cell_classes.png
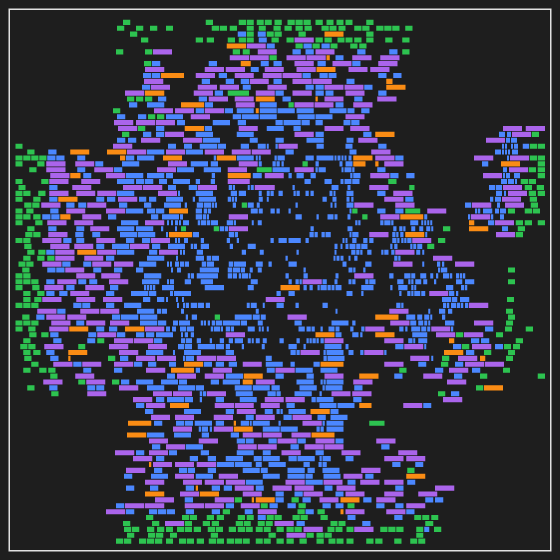
wire_density.png
Scale bar: 50 µm. 25 x 25 tiles, from dark blue (low) to red (high), scaled to the fullest tile. Values are wire area over tile area, all layers added.
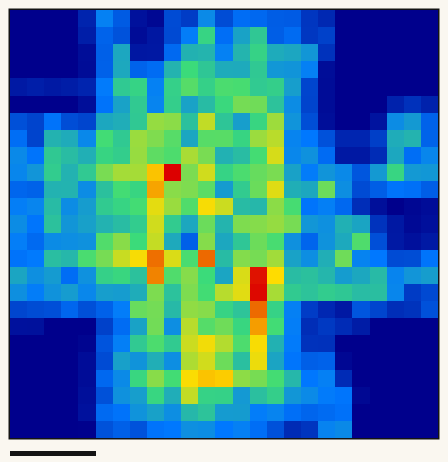
final_congestion.png
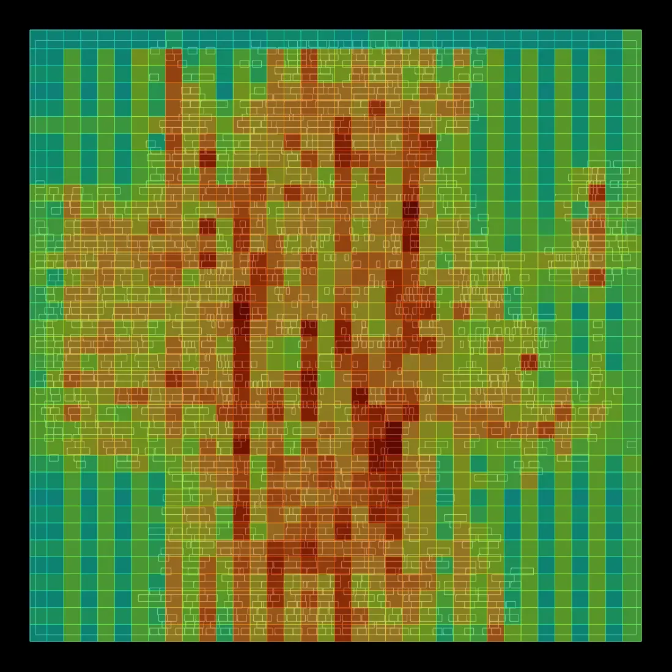
density.png
Scale bar: 50 µm. 25 x 25 tiles, from dark blue (low) to red (high), 0 to 100% covered.
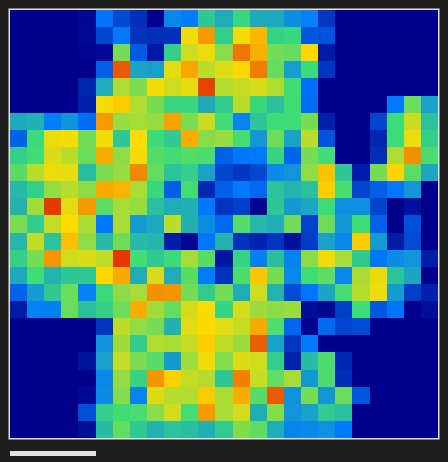
[config.mk]
export PLATFORM = sky130hd
export DESIGN_NAME = flash_packet_framer_flat
export DESIGN_NICKNAME = d
export VERILOG_FILES = /design/src/rtl/flash_link_pkg.sv /design/src/rtl/flash_packet_framer_if.sv /design/src/rtl/flash_packet_framer.sv /design/src/flat_wrapper.sv
export SDC_FILE = /design/constraint.sdc
export NUM_CORES = 1
export LEC_CHECK = 0
export CAP_MARGIN = 25
export CORE_MARGIN = 2
export CORE_UTILIZATION = 30
export DETAILED_ROUTE_END_ITERATION = 10
export PLACE_DENSITY = 0.64
export SLEW_MARGIN = 20
export SYNTH_ARGS = -nofsm -noshare
export SYNTH_HDL_FRONTEND = slang
export SYNTH_SLANG_ARGS = --single-unit
[constraint.sdc]
create_clock -name clk -period 10.5 [get_ports clk]
set_input_delay 2.1 -clock clk [delete_from_list [all_inputs] [get_ports clk]]
set_output_delay 2.1 -clock clk [all_outputs]
set_load 0.01 [all_outputs]
[src/rtl/flash_link_pkg.sv]
// Constants and state type shared by the flash reader, the packet framer and the UART top.
package flash_link_pkg;

  localparam logic [7:0] FLASH_SYNC_BYTE  = 8'hA5;
  localparam int         FLASH_ADDR_BYTES = 3;
  localparam int         FLASH_DATA_BYTES = 32;
  localparam int         FLASH_IN_W       = 8 * (FLASH_ADDR_BYTES + FLASH_DATA_BYTES);

  typedef enum logic [2:0] {
    ST_IDLE,
    ST_SYNC,
    ST_ADDR,
    ST_DATA,
    ST_CHK
  } framerState_e;

endpackage

[src/rtl/flash_packet_framer_if.sv]
// Chunk input handshake (DA/RTR) and byte output stream for the packet framer.
interface flash_packet_framer_if import flash_link_pkg::*; #(
  parameter int IN_W = FLASH_IN_W
);
  logic [IN_W-1:0] in_data;
  logic            in_valid;
  logic            in_ready;
  logic [7:0]      tx_data;
  logic            tx_valid;
  logic            tx_ready;

  modport master (input in_data, in_valid, tx_ready, output in_ready, tx_data, tx_valid);
  modport slave  (output in_data, in_valid, tx_ready, input in_ready, tx_data, tx_valid);
endinterface

[src/rtl/flash_packet_framer.sv]
// Frames each captured flash chunk as SYNC, address (MSB first), data (byte 0 first), checksum
// and streams it one byte per valid/ready transfer.
module flash_packet_framer import flash_link_pkg::*; #(
  parameter logic [7:0] SYNC_BYTE  = FLASH_SYNC_BYTE,
  parameter int         ADDR_BYTES = FLASH_ADDR_BYTES,
  parameter int         DATA_BYTES = FLASH_DATA_BYTES
) (
  input  logic                  clk,
  input  logic                  rst,
  input  logic                  enable,
  flash_packet_framer_if.master bus,
  output logic                  busy,
  output logic [15:0]           pkt_count
);

  localparam int         IN_W      = 8 * (ADDR_BYTES + DATA_BYTES);
  localparam logic [5:0] ADDR_LAST = 6'(ADDR_BYTES - 1);
  localparam logic [5:0] DATA_LAST = 6'(DATA_BYTES - 1);

  framerState_e    state, stateNxt;
  logic [IN_W-1:0] capBuf;
  logic [5:0]      cnt, cntNxt;
  logic [7:0]      acc, accNxt, accSum;
  logic [7:0]      txData, txDataNxt;
  logic            txValid, txValidNxt;
  logic            inReady, inReadyNxt;
  logic [15:0]     pktCount, pktNxt;
  logic            capture, xfer;

  function automatic logic [7:0] pickByte(input logic [IN_W-1:0] b, input int lsb);
    return b[lsb +: 8];
  endfunction

  assign xfer   = txValid && bus.tx_ready;
  assign accSum = acc + txData;

  // The register holds the byte on the wire; the next byte is loaded on the same edge it transfers.
  always_comb begin
    stateNxt   = state;
    cntNxt     = cnt;
    accNxt     = acc;
    txDataNxt  = txData;
    txValidNxt = txValid;
    inReadyNxt = 1'b0;
    pktNxt     = pktCount;
    capture    = 1'b0;
    case (state)
      ST_IDLE: begin
        inReadyNxt = enable;
        if (bus.in_valid && inReady) begin
          capture    = 1'b1;
          inReadyNxt = 1'b0;
          accNxt     = 8'd0;
          cntNxt     = 6'd0;
          stateNxt   = ST_SYNC;
        end
      end
      ST_SYNC: begin
        if (!txValid) begin
          txValidNxt = 1'b1;
          txDataNxt  = SYNC_BYTE;
        end else if (xfer) begin
          stateNxt  = ST_ADDR;
          cntNxt    = 6'd0;
          txDataNxt = pickByte(capBuf, IN_W - 8);
        end
      end
      ST_ADDR: begin
        if (xfer) begin
          accNxt = accSum;
          if (cnt == ADDR_LAST) begin
            stateNxt  = ST_DATA;
            cntNxt    = 6'd0;
            txDataNxt = pickByte(capBuf, 0);
          end else begin
            cntNxt    = cnt + 6'd1;
            txDataNxt = pickByte(capBuf, IN_W - 8 - 8 * (int'(cnt) + 1));
          end
        end
      end
      ST_DATA: begin
        if (xfer) begin
          accNxt = accSum;
          if (cnt == DATA_LAST) begin
            stateNxt  = ST_CHK;
            cntNxt    = 6'd0;
            txDataNxt = 8'd0 - accSum;
          end else begin
            cntNxt    = cnt + 6'd1;
            txDataNxt = pickByte(capBuf, 8 * (int'(cnt) + 1));
          end
        end
      end
      ST_CHK: begin
        if (xfer) begin
          txValidNxt = 1'b0;
          pktNxt     = pktCount + 16'd1;
          cntNxt     = 6'd0;
          stateNxt   = ST_IDLE;
        end
      end
      default: stateNxt = ST_IDLE;
    endcase
  end

  always_ff @(posedge clk or posedge rst) begin
    if (rst) begin
      state    <= ST_IDLE;
      capBuf   <= '0;
      cnt      <= 6'd0;
      acc      <= 8'd0;
      txData   <= 8'd0;
      txValid  <= 1'b0;
      inReady  <= 1'b0;
      pktCount <= 16'd0;
    end else begin
      state    <= stateNxt;
      cnt      <= cntNxt;
      acc      <= accNxt;
      txData   <= txDataNxt;
      txValid  <= txValidNxt;
      inReady  <= inReadyNxt;
      pktCount <= pktNxt;
      if (capture) capBuf <= bus.in_data;
    end
  end

  assign bus.in_ready = inReady;
  assign bus.tx_data  = txData;
  assign bus.tx_valid = txValid;
  assign busy         = (state != ST_IDLE);
  assign pkt_count    = pktCount;

endmodule
[src/flat_wrapper.sv]
// flat-port wrapper written by rule: the top's interface ports become plain ports
module flash_packet_framer_flat import flash_link_pkg::*;
#(
  parameter logic [7:0] SYNC_BYTE  = FLASH_SYNC_BYTE,
  parameter int         ADDR_BYTES = FLASH_ADDR_BYTES,
  parameter int         DATA_BYTES = FLASH_DATA_BYTES
)
  (clk, rst, enable, busy, pkt_count, bus_in_data, bus_in_valid, bus_tx_ready, bus_in_ready, bus_tx_data, bus_tx_valid);
  flash_packet_framer_if bus_i ();
  input  logic clk;
  input  logic rst;
  input  logic enable;
  output logic busy;
  output logic [15:0] pkt_count;
  input wire logic [$bits(bus_i.in_data)-1:0] bus_in_data;
  input wire logic [$bits(bus_i.in_valid)-1:0] bus_in_valid;
  input wire logic [$bits(bus_i.tx_ready)-1:0] bus_tx_ready;
  output wire logic [$bits(bus_i.in_ready)-1:0] bus_in_ready;
  output wire logic [$bits(bus_i.tx_data)-1:0] bus_tx_data;
  output wire logic [$bits(bus_i.tx_valid)-1:0] bus_tx_valid;
  assign bus_i.in_data = bus_in_data;
  assign bus_i.in_valid = bus_in_valid;
  assign bus_i.tx_ready = bus_tx_ready;
  assign bus_in_ready = bus_i.in_ready;
  assign bus_tx_data = bus_i.tx_data;
  assign bus_tx_valid = bus_i.tx_valid;
  flash_packet_framer #(.SYNC_BYTE(SYNC_BYTE), .ADDR_BYTES(ADDR_BYTES), .DATA_BYTES(DATA_BYTES)) u_core (.clk(clk), .rst(rst), .enable(enable), .bus(bus_i), .busy(busy), .pkt_count(pkt_count));
endmodule
==> notes.md <==
impl run done, here's what came out: detailed-route DRC error count=0, Seq area share=0.3484, Min-Delay Startpoint=u_core.pkt_count[15], Fmax=0.1886 GHz, invs w/o clock=9, outcome=finished, final reports clean, vias in the first global route=13,920, clock network power=0.00153 W, Leak=9.141 nW, met3 usage=0.03845, Flops=323, Final Skew=0.02586 ns, Comb/total area=0.4044, logic area=9388 µm², Ports=312, final hold violations=0, initial antenna violation count=2, Detailed Route WL=64,040 µm, clock buffers=49, Routed met3 length=3784 µm, routed wl met2=30,300 µm, XOR/XNOR Fraction of Synth Area=0.01971, crit path DRT=11.00 ns, largest net degree at the start of global routing=177, DP Worst Slack=5.253 ns, Startpoint Class=flop, Root Buffer=clkbuf_16, buffer share of cell area=0.1417, fa+ha+maj area frac=0.008744, Slew HR=0.2350, number of enable flip-flop cells=0, total power=0.007784 W, Post-Synth Simple-Gate Area=0.07245, Worst path depth=9
Back to the opening pictures, cell_classes.png:
colour	class	cells	share of their area
green	other buffers and delay cells	326	15%
blue	all other logic	958	42%
orange	clock drivers and dummy loads	70	6.5%
purple	flops	323	36%

Back to the opening pictures, wire_density.png:
mean over tiles	0.16
tiles over half the peak	19%
fullest tile	0.57
nearly empty tiles	20%

Back to the opening pictures, final_congestion.png:
GRT Max-Usage Layer: met2
Total Routing Usage GR: 0.2043
wire length per cell: 26.14 µm

Back to the opening pictures, density.png:
nearly empty tiles	24%
mean over tiles	36%
emptiest ninth of the die	bottom right
fullest tile	94%
tiles over 75% full	7.2%
Final Core Density: 0.3919
floorplan utilization: 0.3043
core area: 59,240 µm²

## path summary, 6_finish.rpt
| path | end |
|---|---|
| hold reg to reg | u_core.pkt_count[15] |
| max in group asynchronous | u_core.capBuf[225] |
| min in group asynchronous | u_core.capBuf[16] |
| setup / recovery | u_core.bus.tx_data[6] |
| hold / removal | u_core.pkt_count[15] |
| setup reg to reg | u_core.bus.tx_data[6] |
## per-stage QoR
step,cell area (µm²),utilization,hold slack [ns]
global route,23220,0.3919,0.5169
finish,23220,0.3919,0.4831
detailed placement,21740,0.3669,0.4828
floorplan,18030,-,0.4899
global placement,21740,0.3669,0.4633
CTS,23180,0.3913,0.4908
Power and IR drop assume default switching activity.
